### Gate families picked out

Drawn at 1.5 px/um.
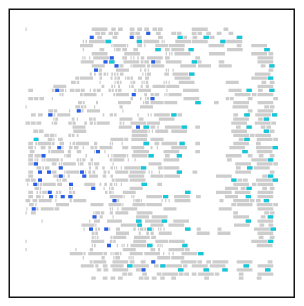
### Sequential cells colored by netlist name

Drawn at 2 px/um.
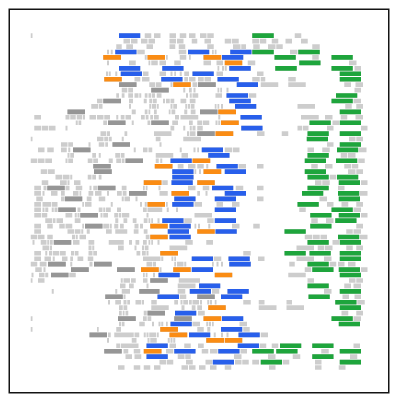
### Zoomed window

Region (129, 131) to (154, 156) um. Cells in gray, sequential cells in the stronger gray; small squares are vias.
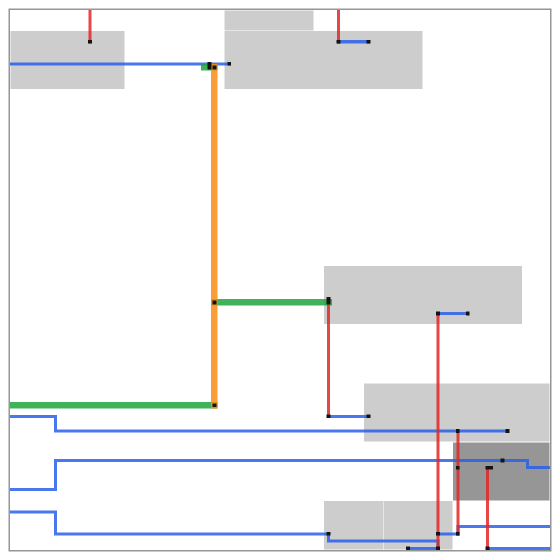
### Signal wires on met1

Drawn at 1.5 px/um.
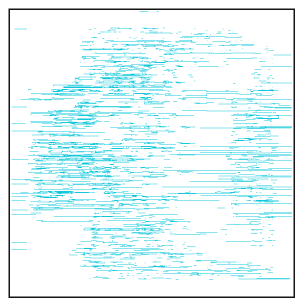
### Routing congestion map

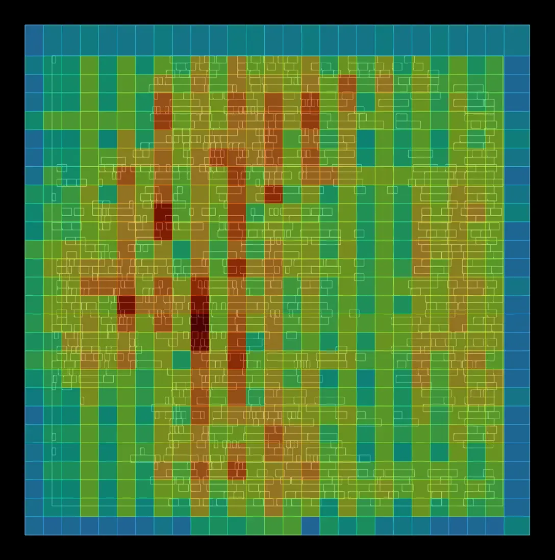
[config.mk]
export PLATFORM = sky130hd
export DESIGN_NAME = fetch_unit_flat
export DESIGN_NICKNAME = d
export VERILOG_FILES = /design/src/rtl/fetch_unit_if.sv /design/src/rtl/fetch_unit.sv /design/src/flat_wrapper.sv
export SDC_FILE = /design/constraint.sdc
export NUM_CORES = 1
export LEC_CHECK = 0
export CAP_MARGIN = 15
export CORE_AREA = 10 10 179 181
export DETAILED_ROUTE_END_ITERATION = 6
export DIE_AREA = 0 0 189 191
export SLEW_MARGIN = 15
export SYNTH_ARGS = -nofsm -noshare
export SYNTH_HDL_FRONTEND = slang
export SYNTH_SLANG_ARGS = --single-unit
[constraint.sdc]
create_clock -name clk -period 18.05 [get_ports clk]
set_input_delay 1.805 -clock clk [delete_from_list [all_inputs] [get_ports clk]]
set_output_delay 1.805 -clock clk [all_outputs]
set_load 0.02 [all_outputs]
[src/rtl/fetch_unit_if.sv]
// Fetch-stage bus bundle: instruction-memory request/response channel and decode-side queue head.
// master = fetch unit, slave = memory/decode side.
interface fetch_unit_if;
  logic        imem_req;
  logic [31:0] imem_addr;
  logic        imem_gnt;
  logic        imem_rvalid;
  logic [31:0] imem_rdata;
  logic        inst_valid;
  logic [31:0] inst_data;
  logic [31:0] inst_pc;
  logic        inst_ready;

  modport master (
    output imem_req, imem_addr, inst_valid, inst_data, inst_pc,
    input  imem_gnt, imem_rvalid, imem_rdata, inst_ready
  );

  modport slave (
    input  imem_req, imem_addr, inst_valid, inst_data, inst_pc,
    output imem_gnt, imem_rvalid, imem_rdata, inst_ready
  );
endinterface

[src/rtl/fetch_unit.sv]
// Instruction-fetch stage: PC register, single-outstanding imem requests, small instruction FIFO.
// Optional FETCH_ALIGN_CHECK_EN: misaligned redirect sets sticky misalign_err and halts fetch.
module fetch_unit #(
  parameter logic [31:0] RESET_PC  = 32'h0000_0000,
  parameter int unsigned BUF_DEPTH = 2
) (
  input  logic         clk,
  input  logic         rst_n,
  input  logic         redirect,
  input  logic [31:0]  redirect_pc,
  output logic [31:0]  pc_plus4,
  output logic         misalign_err,
  fetch_unit_if.master bus
);

  localparam int unsigned PtrW = $clog2(BUF_DEPTH);
  localparam int unsigned CntW = PtrW + 1;
  localparam logic [CntW-1:0] Depth = CntW'(BUF_DEPTH);

  localparam logic [2:0] IDLE = 3'd0;
  localparam logic [2:0] REQ  = 3'd1;
  localparam logic [2:0] WAIT = 3'd2;
  localparam logic [2:0] DROP = 3'd3;
`ifdef FETCH_ALIGN_CHECK_EN
  localparam logic [2:0] HALT = 3'd4;
`endif

  logic [2:0]      state_q, state_d;
  logic [31:0]     fetch_pc_q, fetch_pc_d;
  logic [31:0]     req_pc_q, req_pc_d;
  logic [CntW-1:0] count_q, count_d;
  logic [PtrW-1:0] rd_ptr_q, rd_ptr_d, wr_ptr_q, wr_ptr_d;
  logic [31:0]     buf_pc_q   [BUF_DEPTH];
  logic [31:0]     buf_data_q [BUF_DEPTH];

  logic        fire, push, pop, halted, bad_target;
  logic [31:0] redirect_tgt;

`ifdef FETCH_ALIGN_CHECK_EN
  logic misalign_q, misalign_d;

  assign redirect_tgt = redirect_pc;
  assign bad_target   = redirect_pc[1:0] != 2'b00;
  assign halted       = state_q == HALT;
  assign misalign_d   = misalign_q | (redirect & bad_target);
  assign misalign_err = misalign_q;

  always_ff @(posedge clk or negedge rst_n) begin
    if (!rst_n) misalign_q <= 1'b0;
    else        misalign_q <= misalign_d;
  end
`else
  logic unused_low_bits;

  // Without the check, targets are silently word-aligned.
  assign redirect_tgt    = {redirect_pc[31:2], 2'b00};
  assign unused_low_bits = ^redirect_pc[1:0];
  assign bad_target      = 1'b0;
  assign halted          = 1'b0;
  assign misalign_err    = 1'b0;
`endif

  assign pc_plus4       = fetch_pc_q + 32'd4;
  assign bus.imem_req   = (state_q == REQ) && (count_q < Depth);
  assign bus.imem_addr  = fetch_pc_q;
  assign fire           = bus.imem_req & bus.imem_gnt;

  assign bus.inst_valid = (count_q != '0) && !redirect;
  assign bus.inst_pc    = buf_pc_q[rd_ptr_q];
  assign bus.inst_data  = buf_data_q[rd_ptr_q];
  assign pop            = bus.inst_valid & bus.inst_ready;
  assign push           = (state_q == WAIT) && bus.imem_rvalid && !redirect;

  always_comb begin
    state_d    = state_q;
    fetch_pc_d = fetch_pc_q;
    req_pc_d   = req_pc_q;
    unique case (state_q)
      IDLE: state_d = REQ;
      REQ: begin
        if (fire) begin
          req_pc_d   = fetch_pc_q;
          fetch_pc_d = fetch_pc_q + 32'd4;
          state_d    = WAIT;
        end
      end
      WAIT, DROP: if (bus.imem_rvalid) state_d = REQ;
      default: ;
    endcase

    // Redirect overrides the sequential path; a granted-but-unreturned request must be dropped.
    if (redirect && !halted) begin
      fetch_pc_d = redirect_tgt;
      case (state_q)
        REQ:        state_d = fire ? DROP : REQ;
        WAIT, DROP: state_d = bus.imem_rvalid ? REQ : DROP;
        default:    state_d = REQ;
      endcase
`ifdef FETCH_ALIGN_CHECK_EN
      if (bad_target) state_d = HALT;
`endif
    end
  end

  always_comb begin
    count_d  = count_q;
    rd_ptr_d = rd_ptr_q;
    wr_ptr_d = wr_ptr_q;
    if (redirect) begin
      count_d  = '0;
      rd_ptr_d = '0;
      wr_ptr_d = '0;
    end else begin
      if (push) wr_ptr_d = wr_ptr_q + PtrW'(1);
      if (pop)  rd_ptr_d = rd_ptr_q + PtrW'(1);
      if (push && !pop)      count_d = count_q + CntW'(1);
      else if (pop && !push) count_d = count_q - CntW'(1);
    end
  end

  always_ff @(posedge clk or negedge rst_n) begin
    if (!rst_n) begin
      state_q    <= IDLE;
      fetch_pc_q <= RESET_PC;
      req_pc_q   <= RESET_PC;
      count_q    <= '0;
      rd_ptr_q   <= '0;
      wr_ptr_q   <= '0;
    end else begin
      state_q    <= state_d;
      fetch_pc_q <= fetch_pc_d;
      req_pc_q   <= req_pc_d;
      count_q    <= count_d;
      rd_ptr_q   <= rd_ptr_d;
      wr_ptr_q   <= wr_ptr_d;
    end
  end

  // Storage needs no reset: entries are only visible once count says so.
  always_ff @(posedge clk) begin
    if (push) begin
      buf_pc_q[wr_ptr_q]   <= req_pc_q;
      buf_data_q[wr_ptr_q] <= bus.imem_rdata;
    end
  end

endmodule

[src/flat_wrapper.sv]
// flat-port wrapper written by rule: the top's interface ports become plain ports
module fetch_unit_flat 
#(
  parameter logic [31:0] RESET_PC  = 32'h0000_0000,
  parameter int unsigned BUF_DEPTH = 2
)
  (clk, rst_n, redirect, redirect_pc, pc_plus4, misalign_err, bus_imem_req, bus_imem_addr, bus_inst_valid, bus_inst_data, bus_inst_pc, bus_imem_gnt, bus_imem_rvalid, bus_imem_rdata, bus_inst_ready);
  fetch_unit_if bus_i ();
  input  logic clk;
  input  logic rst_n;
  input  logic redirect;
  input  logic [31:0] redirect_pc;
  output logic [31:0] pc_plus4;
  output logic misalign_err;
  output wire logic [$bits(bus_i.imem_req)-1:0] bus_imem_req;
  output wire logic [$bits(bus_i.imem_addr)-1:0] bus_imem_addr;
  output wire logic [$bits(bus_i.inst_valid)-1:0] bus_inst_valid;
  output wire logic [$bits(bus_i.inst_data)-1:0] bus_inst_data;
  output wire logic [$bits(bus_i.inst_pc)-1:0] bus_inst_pc;
  input wire logic [$bits(bus_i.imem_gnt)-1:0] bus_imem_gnt;
  input wire logic [$bits(bus_i.imem_rvalid)-1:0] bus_imem_rvalid;
  input wire logic [$bits(bus_i.imem_rdata)-1:0] bus_imem_rdata;
  input wire logic [$bits(bus_i.inst_ready)-1:0] bus_inst_ready;
  assign bus_imem_req = bus_i.imem_req;
  assign bus_imem_addr = bus_i.imem_addr;
  assign bus_inst_valid = bus_i.inst_valid;
  assign bus_inst_data = bus_i.inst_data;
  assign bus_inst_pc = bus_i.inst_pc;
  assign bus_i.imem_gnt = bus_imem_gnt;
  assign bus_i.imem_rvalid = bus_imem_rvalid;
  assign bus_i.imem_rdata = bus_imem_rdata;
  assign bus_i.inst_ready = bus_inst_ready;
  fetch_unit #(.RESET_PC(RESET_PC), .BUF_DEPTH(BUF_DEPTH)) u_core (.clk(clk), .rst_n(rst_n), .redirect(redirect), .redirect_pc(redirect_pc), .pc_plus4(pc_plus4), .misalign_err(misalign_err), .bus(bus_i));
endmodule
==> COMMIT_EDITMSG <==
Refresh implementation metrics

* Critical Path Max Stage Delay: 0.67 ns
- For reference, the most critical setup path is categorized as reg2out.
- The slew check shows that the tightest pin keeps a relative margin of between 20% and 30%.
- Late-Pin Clk Latency: approximately 0.43 ns
* Critical Path Fanout Max: 9
* Static leakage: between 3 and 4 nW
* Post-route design area: 11,200 um^2
* Proportion of total power due to net switching: 27.81%
- Post-synthesis share of cell area spent on xor and xnor gates: under 10%
- Simple-gate area share of the yosys netlist: about 15%
- In this run, post-CTS hold repair placed 0 buffers.
* Placement Rows: just over 60
* Total CTS buffers: 17
* Buffers inserted by post-CTS timing repair: 0
- The worst setup path is launched from a flip-flop.
- Worst min-delay path class: reg2reg
- The internal portion of the total power is ~780 uW.
- Yosys reported that registers with async set or reset make up 34.74%.
- After synthesis, the mean cell area works out to 12.50 um^2.
* Shortest period the worst path allows: ~5.3 ns
- Post-synth top area share: between 40% and 50%
* Number of nets in the finished design: approximately 910
- The number of global-route vias before repair is 6,020.
- Clock network contribution to total cell area: under 10%
* Initial core utilization: 29.55%
- Status: complete, no violations
* Horizontal die dimension: ~190 um
* Capture point of the worst reg-to-reg path: u_core.bus.imem_addr[18]
- The synthesized instance count is just under 700.
- Uppermost metal layer occupied by signal nets: met4
- Commonest non-fill, non-tap cells in the layout: sky130_fd_sc_hd__clkdlybuf4s50_1 (190), sky130_fd_sc_hd__edfxtp_1 (124), sky130_fd_sc_hd__nand2_1 (122)
- Footprint of the multi-input gates: about 2800 um^2
Notes on 'Gate families picked out' above:
multiplexers -> cyan  # cells 65, most used mux2_2
XOR/XNOR gates -> blue  # cells 40

Notes on 'Sequential cells colored by netlist name' above:
u_core.buf_data_q -> green  # sequential cells 64, where a vertical strip on the right
u_core.buf_pc_q -> blue  # sequential cells 60, where a vertical strip down the middle
u_core.req_pc_q -> orange  # sequential cells 30, where a vertical strip down the middle
Power Sequential: 550 uW
flip-flop and latch area: 5379 um^2
final standard cell utilization of the core: 39.34%
sequential share of cell area: 48.02%

Notes on 'Zoomed window' above:
metal 3 -> green
metal 4 -> orange
metal 1 -> blue
metal 2 -> red
most frequent = clkbuf_16 (4), inv_6 (1), clkinvlp_4 (1)
cells with their middle in the window = 6
sequential cells in the window = 0

Notes on 'Signal wires on met1' above:
longest straight run = 86.5 um
wire length on this layer = 10,800 um
main direction = horizontal
nets with wire on the layer = 813
total wire length after detailed routing: 23,790 um
via count: 5,706

Notes on 'Routing congestion map' above:
met1 track demand over resource in global routing: 17.16%
GRT busiest layer: met2
overall global routing resource usage: 13.31%
detailed-route wire length per cell: 19.31 um
met3 track utilization from global routing: 4.974%

how the worst max path moves through the flow:
stage | from | end | slack [ns] | depth (start not counted)
floorplan | redirect | u_core.buf_data_q[1][0] | 10.72 | 3
finish | u_core.bus.imem_addr[2] | pc_plus4[22] | 12.75 | 6
global placement | redirect | bus_inst_valid | 12.89 | 4
CTS | u_core.bus.imem_addr[2] | pc_plus4[22] | 12.72 | 6
global route | u_core.bus.imem_addr[2] | pc_plus4[24] | 12.50 | 6
detailed placement | redirect | bus_inst_valid | 12.89 | 4
sequential cells by signal, summed over array words and instances, names as in the netlist:
signal                cells
u_core.count_q            2
u_core.state_q            2
u_core.wr_ptr_q           1
u_core.rd_ptr_q           1
u_core.buf_data_q        64
u_core.bus.imem_addr     30
u_core.req_pc_q          30
u_core.buf_pc_q          60
Power figures rest on the tool's default switching activity, not on a simulated workload.
